--- config.mk ---
export PLATFORM = sky130hd
export DESIGN_NAME = lsu_port
export DESIGN_NICKNAME = d
export VERILOG_FILES = /design/src/rtl/lsu_port.sv
export SDC_FILE = /design/constraint.sdc
export NUM_CORES = 1
export LEC_CHECK = 0
export CORE_UTILIZATION = 47
export DETAILED_ROUTE_END_ITERATION = 8
export PLACE_DENSITY = 0.86
export SETUP_SLACK_MARGIN = 0.4
export SYNTH_ARGS = -nofsm -noshare
export SYNTH_HDL_FRONTEND = slang
export SYNTH_SLANG_ARGS = --single-unit
--- constraint.sdc ---
create_clock -name clk -period 10.7 [get_ports clk]
set_input_delay 2.14 -clock clk [delete_from_list [all_inputs] [get_ports clk]]
set_output_delay 2.14 -clock clk [all_outputs]
set_load 0.005 [all_outputs]
--- src/rtl/lsu_port.sv ---
// lsu_port: RV32I load/store unit port between a core request channel and a single-port RAM.
// Latency: accept->rsp_valid is 2 cycles for stores, 2+READ_WAIT for loads, 1 for faults.
// Backpressure: req_ready only in IDLE (one request in flight); response is a pulse, never stalled.
//
// Ports:
//   clk, rst                 single clock, asynchronous active-high reset
//   req_valid/req_ready      request handshake (accepted on a rising edge with both high)
//   req_we, req_funct3       store/load select and RV32I width code
//   req_addr, req_wdata      byte address and right-aligned store data
//   rsp_valid/rsp_fault      one-cycle response pulse; fault flags misaligned/illegal requests
//   rsp_rdata                extended load data, 0 for stores and faults
//   mem_addr/mem_r/mem_w     registered word address, read enable, byte-lane write strobes
//   mem_in / mem_out         lane-shifted store data out, combinational RAM read data in
module lsu_port #(
  parameter int READ_WAIT = 0
) (
  input  logic        clk,
  input  logic        rst,
  input  logic        req_valid,
  output logic        req_ready,
  input  logic        req_we,
  input  logic [2:0]  req_funct3,
  input  logic [31:0] req_addr,
  input  logic [31:0] req_wdata,
  output logic        rsp_valid,
  output logic [31:0] rsp_rdata,
  output logic        rsp_fault,
  output logic [31:0] mem_addr,
  output logic        mem_r,
  output logic [3:0]  mem_w,
  output logic [31:0] mem_in,
  input  logic [31:0] mem_out
);

  localparam logic [3:0] LP_WAIT = 4'(READ_WAIT);

  typedef enum logic [1:0] {
    S_IDLE   = 2'd0,
    S_ACCESS = 2'd1,
    S_RESP   = 2'd2,
    S_FAULT  = 2'd3
  } state_t;

  state_t      r_state;
  state_t      w_state_nxt;

  // Captured request fields that are still needed after the accept edge.
  logic        r_we;
  logic [2:0]  r_funct3;
  logic [1:0]  r_off;
  logic [3:0]  r_cnt;
  logic [31:0] r_rdata;

  // Registered RAM-side outputs.
  logic [31:0] r_mem_addr;
  logic        r_mem_r;
  logic [3:0]  r_mem_w;
  logic [31:0] r_mem_in;

  logic        w_accept;
  logic        w_illegal;
  logic        w_misalign;
  logic        w_fault;
  logic        w_access_done;
  logic [3:0]  w_lane_mask;
  logic [31:0] w_lane_data;
  logic [31:0] w_lane_bytes;
  logic [31:0] w_shift;
  logic [31:0] w_load_ext;

  assign w_accept = (r_state == S_IDLE) && req_valid;

  // Request legality: unsigned widths only exist for loads, and H/W must be naturally aligned.
  always_comb begin
    w_illegal = 1'b0;
    case (req_funct3)
      3'b000, 3'b001, 3'b010: w_illegal = 1'b0;
      3'b100, 3'b101:         w_illegal = req_we;
      default:                w_illegal = 1'b1;
    endcase
    w_misalign = ((req_funct3[1:0] == 2'b01) && req_addr[0]) ||
                 ((req_funct3 == 3'b010) && (req_addr[1:0] != 2'b00));
  end

  assign w_fault = w_illegal | w_misalign;

  // Store lane selection; data is replicated then masked so unused lanes carry zero.
  always_comb begin
    w_lane_mask = 4'b1111;
    w_lane_data = req_wdata;
    case (req_funct3[1:0])
      2'b00: begin
        w_lane_mask = 4'b0001 << req_addr[1:0];
        w_lane_data = {4{req_wdata[7:0]}};
      end
      2'b01: begin
        w_lane_mask = req_addr[1] ? 4'b1100 : 4'b0011;
        w_lane_data = {2{req_wdata[15:0]}};
      end
      default: ;
    endcase
  end

  assign w_lane_bytes = {{8{w_lane_mask[3]}}, {8{w_lane_mask[2]}},
                         {8{w_lane_mask[1]}}, {8{w_lane_mask[0]}}};

  // Stores always take a single ACCESS cycle; loads wait until the down-counter hits zero.
  assign w_access_done = (r_state == S_ACCESS) && (r_we || (r_cnt == 4'd0));

  // ---------------- FSM: state register ----------------
  always_ff @(posedge clk or posedge rst) begin
    if (rst) begin
      r_state <= S_IDLE;
    end else begin
      r_state <= w_state_nxt;
    end
  end

  // ---------------- FSM: next-state logic ----------------
  always_comb begin
    w_state_nxt = r_state;
    case (r_state)
      S_IDLE: begin
        if (w_accept) begin
          w_state_nxt = w_fault ? S_FAULT : S_ACCESS;
        end
      end
      S_ACCESS: begin
        if (w_access_done) begin
          w_state_nxt = S_RESP;
        end
      end
      S_RESP:  w_state_nxt = S_IDLE;
      S_FAULT: w_state_nxt = S_IDLE;
      default: w_state_nxt = S_IDLE;
    endcase
  end

  // ---------------- Datapath registers ----------------
  always_ff @(posedge clk or posedge rst) begin
    if (rst) begin
      r_we       <= 1'b0;
      r_funct3   <= 3'b000;
      r_off      <= 2'b00;
      r_cnt      <= 4'd0;
      r_rdata    <= 32'h0;
      r_mem_addr <= 32'h0;
      r_mem_r    <= 1'b0;
      r_mem_w    <= 4'b0000;
      r_mem_in   <= 32'h0;
    end else begin
      if (w_accept) begin
        r_we     <= req_we;
        r_funct3 <= req_funct3;
        r_off    <= req_addr[1:0];
        r_cnt    <= LP_WAIT;
      end else if ((r_state == S_ACCESS) && !w_access_done) begin
        r_cnt <= r_cnt - 4'd1;
      end

      // RAM controls are loaded on the accept edge so they are live for the whole
      // ACCESS window, and cleared on the last ACCESS edge; a fault never drives them.
      if (w_accept && !w_fault) begin
        r_mem_addr <= {req_addr[31:2], 2'b00};
        r_mem_r    <= ~req_we;
        r_mem_w    <= req_we ? w_lane_mask : 4'b0000;
        r_mem_in   <= req_we ? (w_lane_data & w_lane_bytes) : 32'h0;
      end else if (w_access_done) begin
        r_mem_addr <= 32'h0;
        r_mem_r    <= 1'b0;
        r_mem_w    <= 4'b0000;
        r_mem_in   <= 32'h0;
      end

      if (w_access_done && !r_we) begin
        r_rdata <= mem_out;
      end
    end
  end

  // Load extraction: bring the addressed byte/halfword down to bit 0, then extend.
  assign w_shift = r_rdata >> {r_off, 3'b000};

  always_comb begin
    w_load_ext = r_rdata;
    case (r_funct3)
      3'b000:  w_load_ext = {{24{w_shift[7]}}, w_shift[7:0]};
      3'b001:  w_load_ext = {{16{w_shift[15]}}, w_shift[15:0]};
      3'b100:  w_load_ext = {24'h0, w_shift[7:0]};
      3'b101:  w_load_ext = {16'h0, w_shift[15:0]};
      default: w_load_ext = r_rdata;
    endcase
  end

  // ---------------- FSM: output logic ----------------
  always_comb begin
    req_ready = 1'b0;
    rsp_valid = 1'b0;
    rsp_fault = 1'b0;
    rsp_rdata = 32'h0;
    case (r_state)
      S_IDLE:  req_ready = 1'b1;
      S_RESP: begin
        rsp_valid = 1'b1;
        rsp_rdata = r_we ? 32'h0 : w_load_ext;
      end
      S_FAULT: begin
        rsp_valid = 1'b1;
        rsp_fault = 1'b1;
      end
      default: ;
    endcase
  end

  assign mem_addr = r_mem_addr;
  assign mem_r    = r_mem_r;
  assign mem_w    = r_mem_w;
  assign mem_in   = r_mem_in;

endmodule
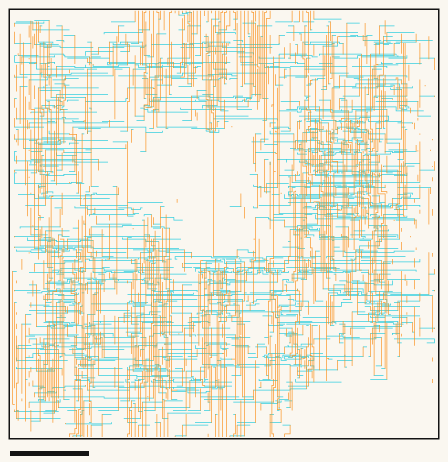
**Above:** wiring by layer.
The bar under the picture is 20 um long. Only two layers are drawn.
colour	layer	wire length
orange	metal 2	7040 um
cyan	metal 1	5880 um
GR Util All Layers: 0.260
routed vias: 4387

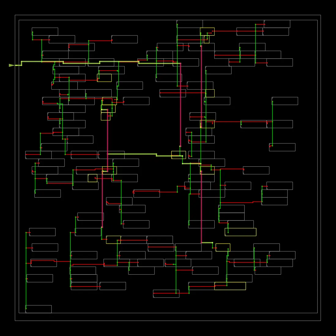
**Above:** clock routing.
layout clock buffer count: 10
Layout Skew: 11.1 ps
Insertion Delay late pin: 370 ps

==> run summary <==
State of the implementation.

- The flow ran to the end, and the final reports show no timing, DRC or antenna violations.
- The die area is 11600 um^2, for reference.
- The total of warnings raised by yosys is 0, for reference.
- In this run the cell area measured after placement is 7310 um^2.
- The final count of pins violating max slew is 0, for reference.
- The die is 108 um tall.
- Per the cell usage report, the commonest logic cells after layout are 204 x sky130_fd_sc_hd__clkdlybuf4s50_1, 111 x sky130_fd_sc_hd__dfrtp_1, 38 x sky130_fd_sc_hd__a22o_1.
- Setup repair after global routing left no endpoint under its margin.
- The sequential cell fraction of total power is 0.408, for reference.
- The switching share of total power is 0.350, for reference.
- Per the OpenROAD floorplan log, the width of the die is 108 um.
- The endpoint of the worst hold-timing path is mem_w[0]$_DFFE_PP0P_, for reference.
- The fraction of power consumed by the clock network is 0.155, for reference.
- The maximum count of clock buffers along a single path is 2, for reference.
- The count of maximum capacitance violations is 0, for reference.
- The achievable clock frequency is 182 MHz, for reference.
- After floorplanning, the core was sized to cover 10900 um^2.
- The worst hold path begins at mem_w[0]$_DFFE_PP0P_.
- Clock tree synthesis selected as its root buffer the cell sky130_fd_sc_hd__clkbuf_8.
- Subtracting the final worst setup slack from the clock period gives 5480 ps.
- For this floorplan the total number of well-tap instances is 140.
- The post-CTS setup buffer count is 0, for reference.
- The share of cell area taken by multi-input logic gates is 0.299, for reference.
- For reference, the critical path is launched at r_off[0]$_DFFE_PP0N_.
- The post-cts hold-fix buffer tally is 0, for reference.
- Warnings raised by the tools during the run amount to 27.
- The leading register cell type out of synthesis is sky130_fd_sc_hd__dfrtp_1, for reference.
- In the synthesized netlist the async set-or-reset flop fraction comes to 1.00.
- Recorded from the global router log, the overflow total was 0.
- Per the layout area report, the sequential fraction of cell area is 0.369.
- The clock network contribution to total cell area is 0.0304, for reference.
- The post-route cell area is 7540 um^2, for reference.
- Counting cells, the worst reg-to-reg path comes to 6.
- TritonCTS built the clock tree.
- The chip area line of the yosys report is 5270 um^2, for reference.
- The number of fill cells is 804, for reference.
- The final timing report gives a worst setup slack of 5220 ps.
- The DRC violations left is 0, for reference.
- In the power breakdown, the internal column shows 1.18 mW.
- The timing report attributes the biggest portion of critical-path delay to AND-OR/OR-AND gates.
- The combinational gate area is 2250 um^2, for reference.
- The number of nets in the finished design is 735, for reference.
- The routed via count divided by cell count is 5.66, for reference.
- The critical path depth in cells is 5, for reference.
- The count of cells in the finished layout, fillers not included, comes to 775.
- For reference, the post-synthesis area per instance comes to 11.7 um^2.
- Hold timing on the final database bottoms out at a slack of 483 ps.
- The final antenna diode tally reported by the flow is 0.
- Entering global routing, the biggest net connects 65 pins.
- The clock slew at the register clock pins of the worst setup and hold paths is 100 ps, for reference.
- Endpoints with negative setup slack in the final report add up to 0.
- The final-report hold violation count is 0, for reference.
- The total power draw is 1.82 mW, for reference.
- The final timing summary puts the cycle share of the worst path at 0.513.
- STA classifies the critical path startpoint as a flop.
- The cell class ranked first by area is registers, for reference.
- The flow reported a cell area power density of 242 nW/um^2.
- The yosys stat cell total is 450, for reference.
- The number of ports placed on the die boundary is 207, for reference.
- The violation tally from detailed-route iteration zero is 227, for reference.
- The number of cells on the worst hold path is 1, for reference.
- The worst-case vdd ir drop is 0.136 mV, for reference.
- The timing report shows that the slowest cell on the worst path is sky130_fd_sc_hd__a2111oi_4.
- Together, buffers and inverters on the worst path number 1.
- Across the whole layout, storage elements account for 2780 um^2.
- By startpoint and endpoint, the worst setup path is classified as reg2out.
- By instance count after routing, the leading logic cell type is sky130_fd_sc_hd__clkdlybuf4s50_1.
- The first-pass GRT wire length is 22900 um, for reference.
- The number of global-route vias before repair is 4615.
- The count of flip-flops with a built-in enable after synthesis is 0, for reference.
- Detailed placement finished with a half-perimeter wire length of 10700 um.
- For this design the total switching power over the nets is 638 uW.
- The final layout reports a setup TNS of 0 ps.
- The detailed-route wire length per cell is 18.9 um, for reference.
- In this run the critical register-to-register path is captured at r_rdata[27]$_DFFE_PP0P_.
- The end point of the critical path is rsp_rdata[17], for reference.
- The count of input and output buffers is 204, for reference.
- The number of buffers created by CTS is 9, for reference.
- Once the clock tree was built, the resizer swapped 0 gates to a different size.
- The power share of the combinational group is 0.437, for reference.
- The synthesized netlist occupies a cell area of 5270 um^2.
- In this run the register-to-register setup slack is 8020 ps.
- The longest incremental delay of any stage on the critical path is reported as 940 ps.
- The number of optimization iterations in the first detailed-route pass is 4, for reference.
- The instance count of the mapped netlist is 450, for reference.
- The fraction of cell area in non-clock buffers is 0.272, for reference.
- For this run, the register share of the synthesized area comes to 0.527.
- After its last routability iteration, the placer logged a weighted congestion of 0.875.
- Multi-input combinational cells in the finished layout were counted as 289.
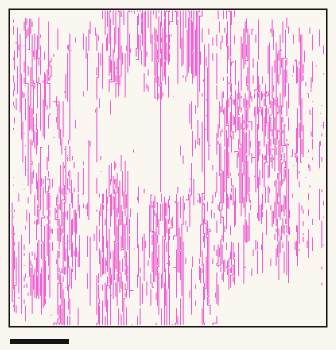
**Above:** metal 2.
The bar under the picture is 20 um long.
nets with wire on the layer	649
wire length on this layer	7040 um
longest straight run	50.8 um
share of all routed wire	48%
main direction	vertical
routing usage on met2: 0.436
post-detailed-routing wire length: 14600 um

[Yosys cell counts, types with 11 or more instances]
master	n	area, um^2
sky130_fd_sc_hd__nand2_1	23	86.3
sky130_fd_sc_hd__a22o_1	38	333
sky130_fd_sc_hd__buf_2	11	55.1
sky130_fd_sc_hd__nor2_1	31	116
sky130_fd_sc_hd__a21o_1	17	128
sky130_fd_sc_hd__o2bb2ai_1	28	245
sky130_fd_sc_hd__a21oi_1	18	90.1
sky130_fd_sc_hd__dfrtp_1	111	2780
sky130_fd_sc_hd__inv_1	14	52.6
sky130_fd_sc_hd__mux2i_1	32	320
sky130_fd_sc_hd__mux2_2	32	360
sky130_fd_sc_hd__clkbuf_1	17	63.8
[cell families (layout without fill, tap and decap cells)]
logic type | after synthesis | after routing | share of synthesized area
muxes | 66 | 66 | 0.136
DFF | 111 | 111 | 0.527
and+or+nand+nor | 85 | 85 | 0.0774
AOI/OAI and AO/OA | 132 | 132 | 0.204
other | 1 | 2 | 0.000712
adders and majority gates | 2 | 2 | 0.00475
buffers and inverters | 51 | 235 | 0.0468
xor gates and xnor gates | 2 | 2 | 0.00333
[state kept, by name (all words and copies together) (netlist names)]
name	cells
mem_addr	30
mem_in	32
mem_r	1
mem_w	4
r_cnt	4
r_funct3	3
r_off	2
r_rdata	32
r_state	2
r_we	1
[metal layers]
layer / global-route usage / share of wire / vias up
met5: 0 / 0 / -
met4: 0.118 / 0.029 / 0
met3: 0.0702 / 0.088 / 35
met2: 0.436 / 0.48 / 208
met1: 0.312 / 0.40 / 2143
li1: - / - / 2001
[power by group through the flow]
stage               logic [mW]  clock network, mW  registers, mW
floorplan                0.480                  0          0.685
global placement         0.771                  0          0.738
detailed placement       0.800                  0          0.743
CTS                      0.800              0.289          0.741
global route             0.865              0.308          0.765
finish                   0.797              0.282          0.742
Power and IR drop assume default switching activity.
